==> images/port_nets.png <==
Drawn at 2 px/micron.
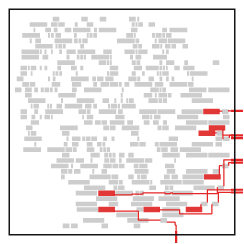
==> images/pins.png <==
Drawn at 4 px/micron. Pins as bars across the die edge, other pins in grey.
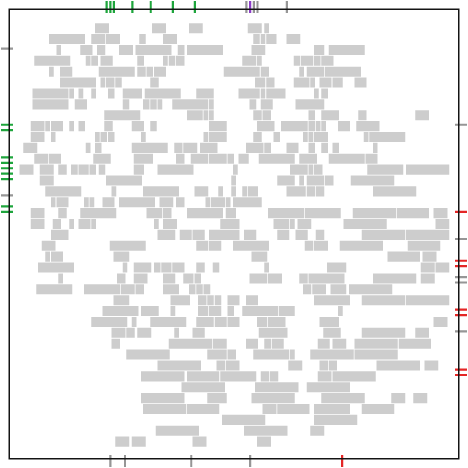
==> images/drive_strength.png <==
Drawn at 4 px/micron.
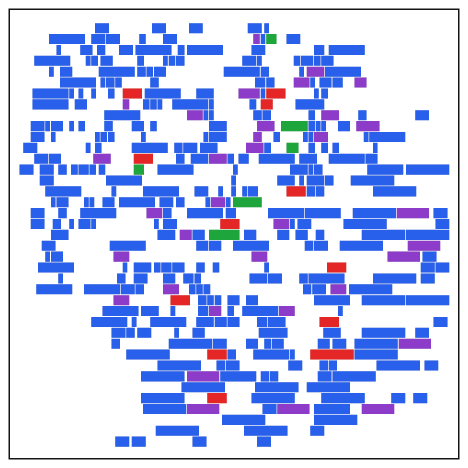
$ cat config.mk
export PLATFORM = sky130hd
export DESIGN_NAME = fib_stream_check
export DESIGN_NICKNAME = d
export VERILOG_FILES = /design/src/rtl/fib_pkg.sv /design/src/rtl/fib_term_fifo.sv /design/src/rtl/fib_stream_check.sv
export SDC_FILE = /design/constraint.sdc
export NUM_CORES = 1
export LEC_CHECK = 0
export CORE_MARGIN = 2
export CORE_UTILIZATION = 35
export CTS_BUF_LIST = sky130_fd_sc_hd__clkbuf_8
export CTS_CLUSTER_DIAMETER = 80
export DETAILED_ROUTE_END_ITERATION = 7
export HOLD_SLACK_MARGIN = 0.05
export PLACE_DENSITY = 0.5
export SLEW_MARGIN = 10
export SYNTH_ARGS = -nofsm -noshare
export SYNTH_HDL_FRONTEND = slang
export SYNTH_HIERARCHICAL = 1
export SYNTH_SLANG_ARGS = --single-unit
$ cat constraint.sdc
create_clock -name clk -period 9.1 [get_ports clk]
set_input_delay 0.91 -clock clk [delete_from_list [all_inputs] [get_ports clk]]
set_output_delay 0.91 -clock clk [all_outputs]
set_load 0.01 [all_outputs]
$ cat src/rtl/fib_pkg.sv
// Shared types for the Fibonacci stream checker: FSM states, term type and default FIFO depth.
package fib_pkg;

  typedef enum logic [1:0] {
    IDLE  = 2'd0,
    PRIME = 2'd1,
    CHECK = 2'd2,
    FAULT = 2'd3
  } fib_state_t;

  typedef logic [7:0] term_t;

  localparam int DEFAULT_DEPTH = 4;

endpackage

$ cat src/rtl/fib_term_fifo.sv
// Small valid/ready FIFO for checked terms; head is read combinationally so a pushed term
// is visible one cycle after acceptance. clr flushes and overrides any same-cycle push/pop.
module fib_term_fifo
  import fib_pkg::*;
#(
  parameter int DEPTH = DEFAULT_DEPTH
) (
  input  logic  clk,
  input  logic  rst,
  input  logic  clr,
  input  logic  push_valid,
  output logic  push_ready,
  input  term_t push_data,
  output logic  pop_valid,
  input  logic  pop_ready,
  output term_t pop_data
);

  localparam int AW = (DEPTH > 1) ? $clog2(DEPTH) : 1;

  term_t         mem [DEPTH];
  logic [AW-1:0] wr_ptr_reg;
  logic [AW-1:0] rd_ptr_reg;
  logic [AW:0]   count_reg;
  logic          full;
  logic          empty;
  logic          do_push;
  logic          do_pop;

  assign full       = (count_reg == (AW+1)'(DEPTH));
  assign empty      = (count_reg == '0);
  // No pass-through: a full FIFO refuses a push even if the head is leaving this cycle.
  assign push_ready = ~full;
  assign pop_valid  = ~empty;
  assign pop_data   = mem[rd_ptr_reg];
  assign do_push    = push_valid & push_ready & ~clr;
  assign do_pop     = pop_valid & pop_ready & ~clr;

  always_ff @(posedge clk) begin
    if (do_push) begin
      mem[wr_ptr_reg] <= push_data;
    end
  end

  always_ff @(posedge clk or posedge rst) begin
    if (rst) begin
      wr_ptr_reg <= '0;
      rd_ptr_reg <= '0;
      count_reg  <= '0;
    end else if (clr) begin
      wr_ptr_reg <= '0;
      rd_ptr_reg <= '0;
      count_reg  <= '0;
    end else begin
      if (do_push) begin
        wr_ptr_reg <= wr_ptr_reg + AW'(1);
      end
      if (do_pop) begin
        rd_ptr_reg <= rd_ptr_reg + AW'(1);
      end
      case ({do_push, do_pop})
        2'b10:   count_reg <= count_reg + (AW+1)'(1);
        2'b01:   count_reg <= count_reg - (AW+1)'(1);
        default: count_reg <= count_reg;
      endcase
    end
  end

endmodule

$ cat src/rtl/fib_stream_check.sv
// Checks an 8-bit term stream against the Fibonacci recurrence and queues conforming terms.
// Optional running sum of enqueued terms is enabled with macro FIB_STREAM_CHECK_SUM_EN.
module fib_stream_check
  import fib_pkg::*;
#(
  parameter int DEPTH = DEFAULT_DEPTH
) (
  input  logic        clk,
  input  logic        rst,
  input  logic        in_adv,
  input  logic [7:0]  in_data,
  output logic        in_ready,
  input  logic        clr,
  output logic        out_valid,
  output logic [7:0]  out_data,
  input  logic        out_ready,
  output logic        err,
  output logic [15:0] term_cnt
`ifdef FIB_STREAM_CHECK_SUM_EN
  ,
  output logic [15:0] sum_out
`endif
);

  fib_state_t  state_reg;
  fib_state_t  state_next;
  term_t       prev1_reg;
  term_t       prev2_reg;
  logic        err_reg;
  logic [15:0] term_cnt_reg;
  logic        fifo_push_ready;
  logic        accept;
  logic        enq;
  logic        set_err;
  logic        match;
  term_t       expected_term;

  assign in_ready      = (state_reg == FAULT) ? 1'b1 : fifo_push_ready;
  assign accept        = in_adv & in_ready;
  assign expected_term = prev2_reg + prev1_reg;
  assign match         = (in_data == expected_term);
  assign err           = err_reg;
  assign term_cnt      = term_cnt_reg;

  always_ff @(posedge clk or posedge rst) begin
    if (rst) begin
      state_reg <= IDLE;
    end else begin
      state_reg <= state_next;
    end
  end

  always_comb begin
    state_next = state_reg;
    enq        = 1'b0;
    set_err    = 1'b0;
    if (clr) begin
      state_next = IDLE;
    end else if (accept) begin
      case (state_reg)
        IDLE: begin
          enq        = 1'b1;
          state_next = PRIME;
        end
        PRIME: begin
          enq        = 1'b1;
          state_next = CHECK;
        end
        CHECK: begin
          if (match) begin
            enq = 1'b1;
          end else begin
            set_err    = 1'b1;
            state_next = FAULT;
          end
        end
        default: ;  // FAULT swallows terms until clr/rst
      endcase
    end
  end

  always_ff @(posedge clk or posedge rst) begin
    if (rst) begin
      prev1_reg    <= '0;
      prev2_reg    <= '0;
      err_reg      <= 1'b0;
      term_cnt_reg <= '0;
    end else if (clr) begin
      prev1_reg    <= '0;
      prev2_reg    <= '0;
      err_reg      <= 1'b0;
      term_cnt_reg <= '0;
    end else begin
      if (set_err) begin
        err_reg <= 1'b1;
      end
      if (accept && (term_cnt_reg != 16'hFFFF)) begin
        term_cnt_reg <= term_cnt_reg + 16'd1;
      end
      if (accept) begin
        case (state_reg)
          IDLE:  prev2_reg <= in_data;
          PRIME: prev1_reg <= in_data;
          CHECK: begin
            if (match) begin
              prev2_reg <= prev1_reg;
              prev1_reg <= in_data;
            end
          end
          default: ;
        endcase
      end
    end
  end

`ifdef FIB_STREAM_CHECK_SUM_EN
  logic [15:0] sum_reg;

  always_ff @(posedge clk or posedge rst) begin
    if (rst) begin
      sum_reg <= '0;
    end else if (clr) begin
      sum_reg <= '0;
    end else if (enq) begin
      sum_reg <= sum_reg + {8'd0, in_data};
    end
  end

  assign sum_out = sum_reg;
`else
  // default build carries no running sum
`endif

  fib_term_fifo #(
    .DEPTH(DEPTH)
  ) u_fifo (
    .clk       (clk),
    .rst       (rst),
    .clr       (clr),
    .push_valid(enq),
    .push_ready(fifo_push_ready),
    .push_data (in_data),
    .pop_valid (out_valid),
    .pop_ready (out_ready),
    .pop_data  (out_data)
  );

endmodule
==> ci_impl_report.md <==
### Flow metrics

| Metric | Value |
|---|---|
| Largest net degree at the start of global routing | 58 |
| Slew margin rel. | 26.5% |
| Leak | 1.77 nW |
| Hold worst-path end | prev2_reg[6]$_DFFE_PP0P_ |
| Mux share | 11.6% |
| Sequential share of cell area | 42.3% |
| Area fraction in compound gates | 8.40% |
| Vias in the first global route | 2605 |
| Chip Area | 12500 sq um |
| Clkbuf count | 10 |
| Clock root cell | clkbuf_8 |
| Adder share | 6.19% |
| Global route overflow | 0 |
| DRT Pass-1 Iters | 4 |
| Mean Syn Cell Area | 11.9 sq um |
| CP endpoint kind | register |
| Num ports | 40 |
| Pre-Place Util | 35.7% |
| Synthesis warning total | 6 |
| Drt wl/cell | 15.3 microns |
| Area Overhead vs Synth | 16.5% |
| Design area | 4750 sq um |
| Hold depth | 1 |
| TritonCTS clock tree | done |
| Net Count, Synth | 374 |
| Clk tree area frac | 4.24% |
| Post-synth EDFFs | 32 |
| CP arrival | 4.94 ns |
| Outcome | finished, final reports clean |
| Resize count post-CTS | 0 |
| Residual DRC | 0 |
| Clk Latency, worst-skew pair | 0.36 ns |
| Final Cycle Share | 51.4% |
| Num CTS Buffers | 9 |
| Crit-path max FO | 13 |
| Logic area | 1920 sq um |
| Nets | 408 |
| Synth Seq Share | 49.3% |
| Core area | 11400 sq um |
| Dominant logic cell type in the layout | dfrtp_1 |
| Area fraction in xor and xnor cells | 6.01% |
| Measured slew at the worst slew-check pin | 1.09 ns |
| Worst Skew | 0.0101 ns |
| I/O Buffers | 39 |
| Non-clk bufs | 40 |
| Max-slew violations | 0 |
| Mean number of vias per cell | 4.98 |
| Initial antenna violation count | 0 |
| Share of cells above drive strength 1 | 13.6% |
| Gpl congestion | 0.736 |
| CTS sink count | 74 |
| FFs & Latches | 74 |
| Reg-to-Reg Start | prev1_reg[0]$_DFFE_PP0P_ |
| Worst setup SP type | register |
| RSZ-0062 raised after global routing | no |
| Setup-failing EPs final | 0 |
| Distinct lib cells used | 55 |
| Fin. Hold Viols | 0 |
| Chip Area, Yosys | 4080 sq um |
## Picture notes: port_nets.png
- `out_data`: red (bits 8; direction output; edge 7 right, 1 bottom; end cells 8; buffers 8; wire 213 microns)

## Picture notes: pins.png
- `out_data`: red (pins 8; direction output; edge 7 right, 1 bottom)
- `term_cnt`: green (pins 16; direction output; edge 9 left, 7 top)
- `in_adv`: purple (pins 1; direction input; edge top)
- all pins by edge: 12 top, 12 right, 11 left, 5 bottom

## Picture notes: drive_strength.png
- drive 6 and up: red (cells 12; share 3.1%)
- drive 1 or less: blue (cells 329; share 86%)
- drive 3 to 4: green (cells 6; share 1.6%)
- drive 2: purple (cells 34; share 8.9%)

## metal layers
layer / track usage [%] / up-vias / routed length, microns
met2: 21.0 / 39 / 3560
li1: - / 1289 / -
met4: 5.85 / 0 / 146
met3: 3.70 / 13 / 298
met1: 19.2 / 1268 / 4030
met5: 0 / - / 0
## worst max-delay path, cell delays in order (launching register included)
cell	delay [ns]
dfrtp_1	0.41
ha_1	0.24
fa_1	0.43
a211oi_1	0.26
o21bai_1	0.14
a21oi_2	0.16
xnor2_1	0.11
nor4_4	0.47
a211oi_1	0.16
nor4_2	0.86
inv_1	0.22
nor2_1	0.16
nor3_1	0.06
fa_1	0.55
o2111ai_1	0.12
a211oi_2	0.25
## power breakdown
| part | total, mW | internal, mW | switching [mW] |
|---|---|---|---|
| Clock | 0.264 | 0.134 | 0.130 |
| Sequential | 0.387 | 0.368 | 0.0192 |
| Combinational | 0.177 | 0.0847 | 0.0925 |
## worst max-delay path by stage
stage | depth (start not counted) | slack (ns) | startpoint | to
after floorplan | 16 | 5.25 | prev1_reg[0]$_DFFE_PP0P_ | u_fifo/count_reg[1]$_DFFE_PP0P_
after global placement | 13 | 4.22 | in_data[1] | u_fifo/count_reg[1]$_DFFE_PP0P_
after detailed placement | 13 | 4.09 | in_data[1] | u_fifo/count_reg[1]$_DFFE_PP0P_
after CTS | 15 | 4.41 | prev1_reg[0]$_DFFE_PP0P_ | u_fifo/count_reg[1]$_DFFE_PP0P_
after global routing | 15 | 3.92 | prev1_reg[0]$_DFFE_PP0P_ | u_fifo/count_reg[1]$_DFFE_PP0P_
final | 15 | 4.42 | prev1_reg[0]$_DFFE_PP0P_ | u_fifo/count_reg[1]$_DFFE_PP0P_
## metrics by stage
step                      setup WS (ns)  total power, mW  hold slack [ns]  instances
final                              4.42            0.828            0.514        524
after global routing               3.92            0.878            0.539        524
after CTS                          4.41            0.840            0.521        524
after detailed placement           4.09            0.575            0.502        508
after global placement             4.22            0.573            0.496        508
after floorplan                    5.25            0.531            0.484        342
## cell usage after synthesis (all sizes together), types with 2 or more instances
| library cell | n | area, sq um |
|---|---|---|
| dfrtp | 42 | 1050 |
| nor2 | 35 | 131 |
| edfxtp | 32 | 961 |
| nand2b | 19 | 119 |
| mux2i | 18 | 180 |
| xnor2 | 18 | 158 |
| ha | 17 | 213 |
| inv | 14 | 52.6 |
| a21oi | 13 | 68.8 |
| nand3 | 11 | 55.1 |
| o21ai | 11 | 55.1 |
| mux2 | 10 | 113 |
| xor2 | 10 | 87.6 |
| buf | 9 | 72.6 |
| mux4 | 8 | 180 |
| nand2 | 8 | 30.0 |
| clkbuf | 7 | 26.3 |
| nor3 | 7 | 40.0 |
| or3 | 6 | 37.5 |
| a211oi | 5 | 60.1 |
| and2 | 5 | 31.3 |
| nand4 | 5 | 31.3 |
| nor3b | 3 | 38.8 |
| o21a | 3 | 22.5 |
| a21o | 2 | 16.3 |
| and4 | 2 | 17.5 |
| fa | 2 | 40.0 |
| nand3b | 2 | 15.0 |
| nor4 | 2 | 27.5 |
| o22ai | 2 | 12.5 |
No activity file was given, so power comes from the tool's default toggle rates.
